### Placed cells, one color a class

The bar under the picture is 50 um long. Fill, decap, tap and diode cells in gray.
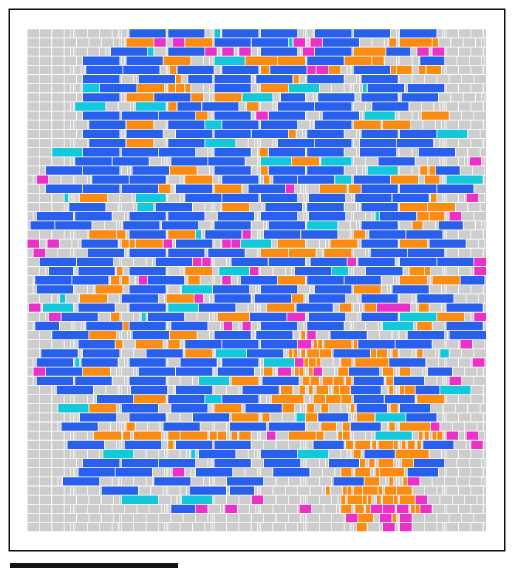
### Sequential cells colored by netlist name

The bar under the picture is 50 um long. Other sequential cells in the stronger gray, the rest of the logic in the fainter gray.
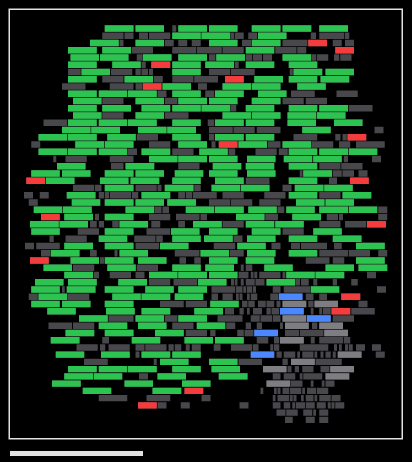
### Metal layers overlaid

The bar under the picture is 50 um long. Only two layers are drawn.
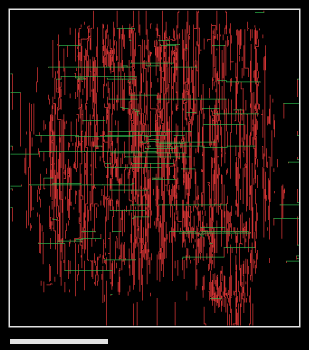
### Cell density map

15 x 16 tiles, from black (low) to pale yellow (high), 0 to 100% covered.
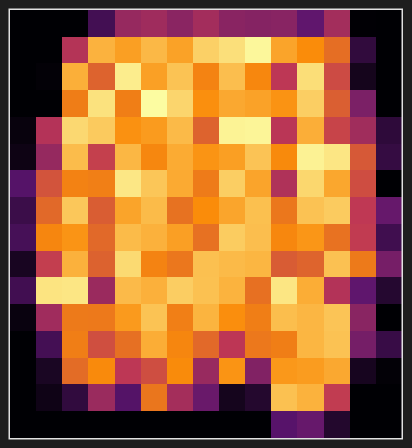
### Routing congestion

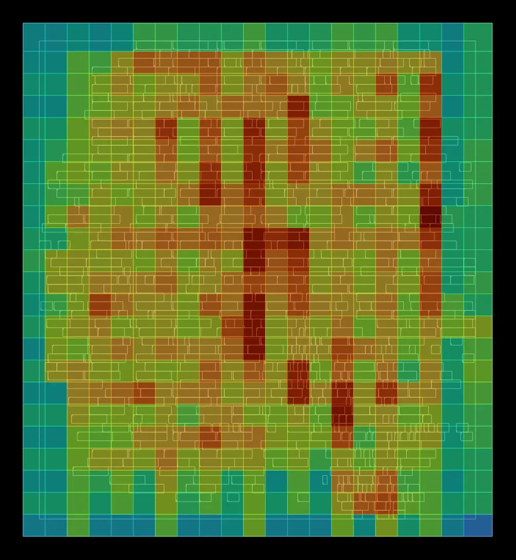
--- src/rtl/fwft_fifo_if.sv ---
// fwft_fifo_if: FIFO bus bundle (CLEAR/WE/W_DATA/RE in; R_DATA/VALID/FILL/FULL/ALMOST_*/OVFLOW/UNFLOW out)
interface fwft_fifo_if #(parameter int D = 4, parameter int W = 16);
  logic         CLEAR;
  logic         WE;
  logic [W-1:0] W_DATA;
  logic         RE;
  logic [W-1:0] R_DATA;
  logic         VALID;
  logic [D:0]   FILL;
  logic         FULL;
  logic         ALMOST_FULL;
  logic         ALMOST_EMPTY;
  logic         OVFLOW;
  logic         UNFLOW;
  modport master (output CLEAR, WE, W_DATA, RE,
                  input  R_DATA, VALID, FILL, FULL, ALMOST_FULL, ALMOST_EMPTY, OVFLOW, UNFLOW);
  modport slave  (input  CLEAR, WE, W_DATA, RE,
                  output R_DATA, VALID, FILL, FULL, ALMOST_FULL, ALMOST_EMPTY, OVFLOW, UNFLOW);
endinterface

--- src/rtl/fwft_fifo.sv ---
// fwft_fifo: first-word-fall-through FIFO; ports CLK, RESET (async high), b (fwft_fifo_if.slave)
module fwft_fifo #(
  parameter int D        = 4,
  parameter int W        = 16,
  parameter int AF_LEVEL = 2**D - 2,
  parameter int AE_LEVEL = 2
) (
  input logic        CLK,
  input logic        RESET,
  fwft_fifo_if.slave b
);
  localparam logic [D:0] CAP = {1'b1, {D{1'b0}}};
  logic [W-1:0] r_mem [2**D];
  logic [W-1:0] r_data;
  logic [D:0]   r_wp, r_rp, r_fill, w_rp_nx;
  logic         r_valid, r_ov, r_un, w_rd, w_wr;
  assign b.FULL         = r_fill == CAP;
  assign b.ALMOST_FULL  = r_fill >= (D+1)'(AF_LEVEL);
  assign b.ALMOST_EMPTY = r_fill <= (D+1)'(AE_LEVEL);
  assign b.FILL         = r_fill;
  assign b.VALID        = r_valid;
  assign b.R_DATA       = r_data;
  assign b.OVFLOW       = r_ov;
  assign b.UNFLOW       = r_un;
  assign w_rd    = b.RE & r_valid;
  assign w_wr    = b.WE & (~b.FULL | w_rd);
  assign w_rp_nx = r_rp + (D+1)'(w_rd);
  // registered read prefetches the head after this edge's pop; a word written on
  // this same edge is not yet visible, giving the one-cycle fall-through latency
  always_ff @(posedge CLK) begin
    if (w_wr && !b.CLEAR) r_mem[r_wp[D-1:0]] <= b.W_DATA;
    r_data <= r_mem[w_rp_nx[D-1:0]];
  end
  always_ff @(posedge CLK or posedge RESET) begin
    if (RESET) begin
      r_wp    <= '0;
      r_rp    <= '0;
      r_fill  <= '0;
      r_valid <= 1'b0;
      r_ov    <= 1'b0;
      r_un    <= 1'b0;
    end else if (b.CLEAR) begin
      r_wp    <= '0;
      r_rp    <= '0;
      r_fill  <= '0;
      r_valid <= 1'b0;
      r_ov    <= 1'b0;
      r_un    <= 1'b0;
    end else begin
      r_wp    <= r_wp + (D+1)'(w_wr);
      r_rp    <= w_rp_nx;
      r_fill  <= r_fill + (D+1)'(w_wr) - (D+1)'(w_rd);
      // head visible only if it was stored before this edge
      r_valid <= w_rp_nx != r_wp;
      r_ov    <= r_ov | (b.WE & ~w_wr);
      r_un    <= r_un | (b.RE & ~r_valid);
    end
  end
endmodule
--- src/flat_wrapper.sv ---
// flat-port wrapper written by rule: the top's interface ports become plain ports
module fwft_fifo_flat 
#(
  parameter int D        = 4,
  parameter int W        = 16,
  parameter int AF_LEVEL = 2**D - 2,
  parameter int AE_LEVEL = 2
)
  (CLK, RESET, b_CLEAR, b_WE, b_W_DATA, b_RE, b_R_DATA, b_VALID, b_FILL, b_FULL, b_ALMOST_FULL, b_ALMOST_EMPTY, b_OVFLOW, b_UNFLOW);
  fwft_fifo_if #(.D(D), .W(W)) b_i ();
  input logic CLK;
  input logic RESET;
  input wire logic [$bits(b_i.CLEAR)-1:0] b_CLEAR;
  input wire logic [$bits(b_i.WE)-1:0] b_WE;
  input wire logic [$bits(b_i.W_DATA)-1:0] b_W_DATA;
  input wire logic [$bits(b_i.RE)-1:0] b_RE;
  output wire logic [$bits(b_i.R_DATA)-1:0] b_R_DATA;
  output wire logic [$bits(b_i.VALID)-1:0] b_VALID;
  output wire logic [$bits(b_i.FILL)-1:0] b_FILL;
  output wire logic [$bits(b_i.FULL)-1:0] b_FULL;
  output wire logic [$bits(b_i.ALMOST_FULL)-1:0] b_ALMOST_FULL;
  output wire logic [$bits(b_i.ALMOST_EMPTY)-1:0] b_ALMOST_EMPTY;
  output wire logic [$bits(b_i.OVFLOW)-1:0] b_OVFLOW;
  output wire logic [$bits(b_i.UNFLOW)-1:0] b_UNFLOW;
  assign b_i.CLEAR = b_CLEAR;
  assign b_i.WE = b_WE;
  assign b_i.W_DATA = b_W_DATA;
  assign b_i.RE = b_RE;
  assign b_R_DATA = b_i.R_DATA;
  assign b_VALID = b_i.VALID;
  assign b_FILL = b_i.FILL;
  assign b_FULL = b_i.FULL;
  assign b_ALMOST_FULL = b_i.ALMOST_FULL;
  assign b_ALMOST_EMPTY = b_i.ALMOST_EMPTY;
  assign b_OVFLOW = b_i.OVFLOW;
  assign b_UNFLOW = b_i.UNFLOW;
  fwft_fifo #(.D(D), .W(W), .AF_LEVEL(AF_LEVEL), .AE_LEVEL(AE_LEVEL)) u_core (.CLK(CLK), .RESET(RESET), .b(b_i));
endmodule
--- config.mk ---
export PLATFORM = sky130hd
export DESIGN_NAME = fwft_fifo_flat
export DESIGN_NICKNAME = d
export VERILOG_FILES = /design/src/rtl/fwft_fifo_if.sv /design/src/rtl/fwft_fifo.sv /design/src/flat_wrapper.sv
export SDC_FILE = /design/constraint.sdc
export NUM_CORES = 1
export LEC_CHECK = 0
export CAP_MARGIN = 20
export CORE_ASPECT_RATIO = 1.1
export CORE_MARGIN = 5
export CORE_UTILIZATION = 55
export DETAILED_ROUTE_END_ITERATION = 8
export GPL_ROUTABILITY_DRIVEN = 0
export MAX_ROUTING_LAYER = met4
export PLACE_DENSITY = 0.76
export SLEW_MARGIN = 10
export SYNTH_ARGS = -nofsm -noshare
export SYNTH_HDL_FRONTEND = slang
export SYNTH_SLANG_ARGS = --single-unit
--- constraint.sdc ---
create_clock -name CLK -period 6.2 [get_ports CLK]
set_clock_uncertainty 0.15 [all_clocks]
set_input_delay 0.62 -clock CLK [delete_from_list [all_inputs] [get_ports CLK]]
set_output_delay 0.62 -clock CLK [all_outputs]
set_load 0.03 [all_outputs]
==> flow_summary.ini <==
; physical design summary
[timing]
maxSlewViolCount = 0
maxClockFrequency_mhz = 287
timing.final.hold_violations = 0
whs_ns = 0.329
setup_total_negative_slack_ns = 0
fin_crit_ns = 3.48
tightestPinTransition_ns = 1.09
final_period_util_pct = 56.2
setup_ws_ns = 2.72
finalSetupViolations = 0
grt_setup_unrepaired = no
timing.slew.headroom_pct = 26.9

[place]
hpwlAfterDp_mm = 13.1
numPortBuffers = 47
pre_cts_slack_ns = 2.27

[yosys]
area_leaders = sky130_fd_sc_hd__edfxtp_1 68%, sky130_fd_sc_hd__mux4_2 12%, sky130_fd_sc_hd__dfrtp_1 4.0%
yosysUniqueCellTypes = 41
ys.flops = 290
enable_flop_cells = 256
yosys_cells = 546
mapped_area_um2 = 11300
synth_top_cell_by_area = sky130_fd_sc_hd__edfxtp_1
synthesis.yosys.warnings = 0
synthTopCellsByCount = 256 x sky130_fd_sc_hd__edfxtp_1, 58 x sky130_fd_sc_hd__mux4_2, 22 x sky130_fd_sc_hd__nor2_1
synth-seq-area-share_pct = 74.6
synth_async_sr_flop_share_pct = 6.21
synthCells = 546
synth_top_flop_cell = sky130_fd_sc_hd__edfxtp_1
post-synth-top-count-cell = sky130_fd_sc_hd__edfxtp_1
post-synth-top-area-fraction_pct = 67.8
postSynthAreaPerCell_um2 = 20.8
postSynthNetCount = 582
ys_area_um2 = 11300

[min_path]
worst_hold_path_type = in2async

[clock_tree]
hold_buffers = 0
cts_setup_buffers = 0
tritoncts_num_sinks = 290
path_clk_slew_ns = 0.06
ctsHtreeMaxLevel = 1
clock_tree_from_tritoncts = built
cts_root_buf = sky130_fd_sc_hd__clkbuf_16
cts_max_path_buffers = 3
worstSkewPairLatency_ns = 0.54
cts.repair.resized = 0
numCtsBuffers = 28

[route]
dr.first_iter.drc_count = 448
post_detailed_route_count_of_antenna_violating_nets = 0
vias = 5361
drt_first_pass_iters = 5
drc_errors_left = 0
route.detailed.vias_per_inst = 5.96

[global_routing]
grt_pass1_wl_mm = 35.0
grt_pass1_vias = 5818
met2_usage_pct = 34.8
antenna_found_initial = 0
grt_use_total_pct = 20.4
grt_start_max_net_pins = 45
remaining_global_route_overflow = 0

[setup_path]
timing.critical_path.fanout_max = 9
cp-end-kind = flop
critPathKind = reg2reg
arr_time_crit_path_ns = 3.55
cp_data_required_time_ns = 6.27
start_kind = flop

[floorplanning]
num_io_pins = 48
fp.dieH_um = 161
floorplan.die_area_um2 = 23600
die-width_um = 147

[final_layout]
antenna_cells_inserted = 0
fillerInstances = 1298
finish.net_count = 657
synthToLayoutAreaGrowth_pct = 16.1
final_layout_size_suffix_gt1_share_pct = 22.6

[power]
clock_net_power_mw = 1.78
power_switching_mw = 1.27
total_leakage_power_nw = 4.32
power.group.top = sequential cells
p_per_cell_area_nw_per_um2 = 386
swShare_pct = 24.9
clkPwrFrac_pct = 35.0
vdd.ir_drop.worst_v = 0.000237
internal_power_mw = 3.82
power_frac_comb_pct = 20.6
share_seq_of_total_power_pct = 44.4
p_comb_mw = 1.05

[run]
cap_violations = 0
tool_warnings = 30

[outcome]
outcome = finished, final reports clean
Notes on 'Placed cells, one color a class' above:
[clock drivers and dummy loads] cyan | cells: 52 | share of their area: 7.7%
[remaining buffers and delay cells] magenta | cells: 71 | share of their area: 5.3%
[remaining logic cells] orange | cells: 230 | share of their area: 21%
[registers] blue | cells: 290 | share of their area: 66%
number of standard-cell rows in the floorplan: 55
final core occ: 64.5%
share of the final layout cell area in sequential cells: 64.2%

Notes on 'Sequential cells colored by netlist name' above:
[u_core.b.R_DATA] red | sequential cells: 16 | where: spread over the die
[u_core.r_wp] blue | sequential cells: 5 | where: lower right
[u_core.r_mem] green | sequential cells: 256
not colored: 13
sequential cell area: 8460 um^2
sequential-cell power consumption: 2.26 mW

Notes on 'Metal layers overlaid' above:
[M2] red | wire length: 12100 um
[M3] green | wire length: 1290 um
detailed-route wire length: 22.7 mm
DR WL/cell: 25.2 um

Notes on 'Cell density map' above:
tiles over 75% full: 38%
nearly empty tiles: 14%
mean over tiles: 55%
emptiest ninth of the die: lower left
fullest tile: 99%
starting density of the core: 55.5%
placeable core region: 20400 um^2

Notes on 'Routing congestion' above:
M1 GR Usage: 25.7%
GR peak layer: met2
met3 GRT Util: 3.30%

-- worst max-delay path: stages, from the launching register on --
cell                       delay (ns)
sky130_fd_sc_hd__dfrtp_1         0.42
sky130_fd_sc_hd__inv_1           0.11
sky130_fd_sc_hd__ha_1            0.22
sky130_fd_sc_hd__nor4bb_1        0.17
sky130_fd_sc_hd__a21bo_1         0.26
sky130_fd_sc_hd__or4b_1          0.59
sky130_fd_sc_hd__nor2_1          0.85
sky130_fd_sc_hd__buf_4           0.38
-- through the flow --
| stage | power [mW] | instances | utilization [%] | instance area, um^2 |
|---|---|---|---|---|
| final | 5.09 | 899 | 64.5 | 13200 |
| after global routing | 5.30 | 899 | 64.5 | 13200 |
| after CTS | 5.14 | 896 | 64.3 | 13100 |
| after detailed placement | 3.36 | 844 | 59.4 | 12100 |
| after global placement | 3.32 | 843 | 59.3 | 12100 |
| after floorplan | 3.08 | 546 | - | 11300 |
-- cells by family (layout without fill, tap and decap cells) --
logic type / Yosys count / in the layout / share of synthesized area (%)
AND/OR/NAND/NOR: 66 / 66 / 3.24
AND-OR/OR-AND: 41 / 41 / 2.57
multiplexers: 80 / 80 / 14.3
adder cells (fa/ha/maj): 15 / 15 / 1.72
flip-flops: 290 / 290 / 74.6
buffers and inverters: 40 / 137 / 2.44
XOR/XNOR: 14 / 14 / 1.15
-- routing by layer --
layer  wire length, um  up-vias
li1                  -     2340
met1              8870     2799
met2             12100      191
met3              1290       31
met4               378        0
met5                 0        -
-- layout by cell type (no fill, tap or decap), drive strengths merged, types with 16 or more instances in the layout --
cell	Yosys	layout
mux2i	16	16
a211oi	16	16
nor2	22	22
buf	17	24
nor2b	22	22
clkdlybuf4s50	0	47
clkbuf	9	38
a21oi	19	19
edfxtp	256	256
dfrtp	18	18
dfxtp	16	16
mux4	64	64
-- state kept, by name, indices dropped and copies added (netlist names) --
register         flops
u_core.r_mem       256
u_core.b.R_DATA     16
u_core.b.FILL        5
u_core.r_rp          5
u_core.r_wp          5
u_core.b.OVFLOW      1
u_core.b.UNFLOW      1
u_core.b.VALID       1
-- cell type report --
cell class | instances | area (um^2) | share of cell area, %
repair buffers | 71 | 686 | 5.21
clock inverters | 14 | 170 | 1.29
well taps | 256 | 320 | 2.43
inverters | 14 | 52.6 | 0.399
multi-input cells | 216 | 2670 | 20.2
flip-flops and latches | 290 | 8460 | 64.2
clock buffers | 38 | 820 | 6.22
-- worst paths after layout --
| check | depth (start not counted) | from | slack (ns) | end |
|---|---|---|---|---|
| max in group asynchronous | 2 | RESET | 5.15 | u_core.r_rp[3] |
| setup reg to reg | 7 | u_core.b.FILL[2] | 2.72 | u_core.r_mem[5][6] |
| hold / removal | 2 | RESET | 0.33 | u_core.r_wp[0] |
| setup / recovery | 7 | u_core.b.FILL[2] | 2.72 | u_core.r_mem[5][6] |
| hold reg to reg | 2 | u_core.b.UNFLOW | 0.35 | u_core.b.UNFLOW |
| min in group CLK | 2 | u_core.b.UNFLOW | 0.35 | u_core.b.UNFLOW |
Power and IR drop assume default switching activity.
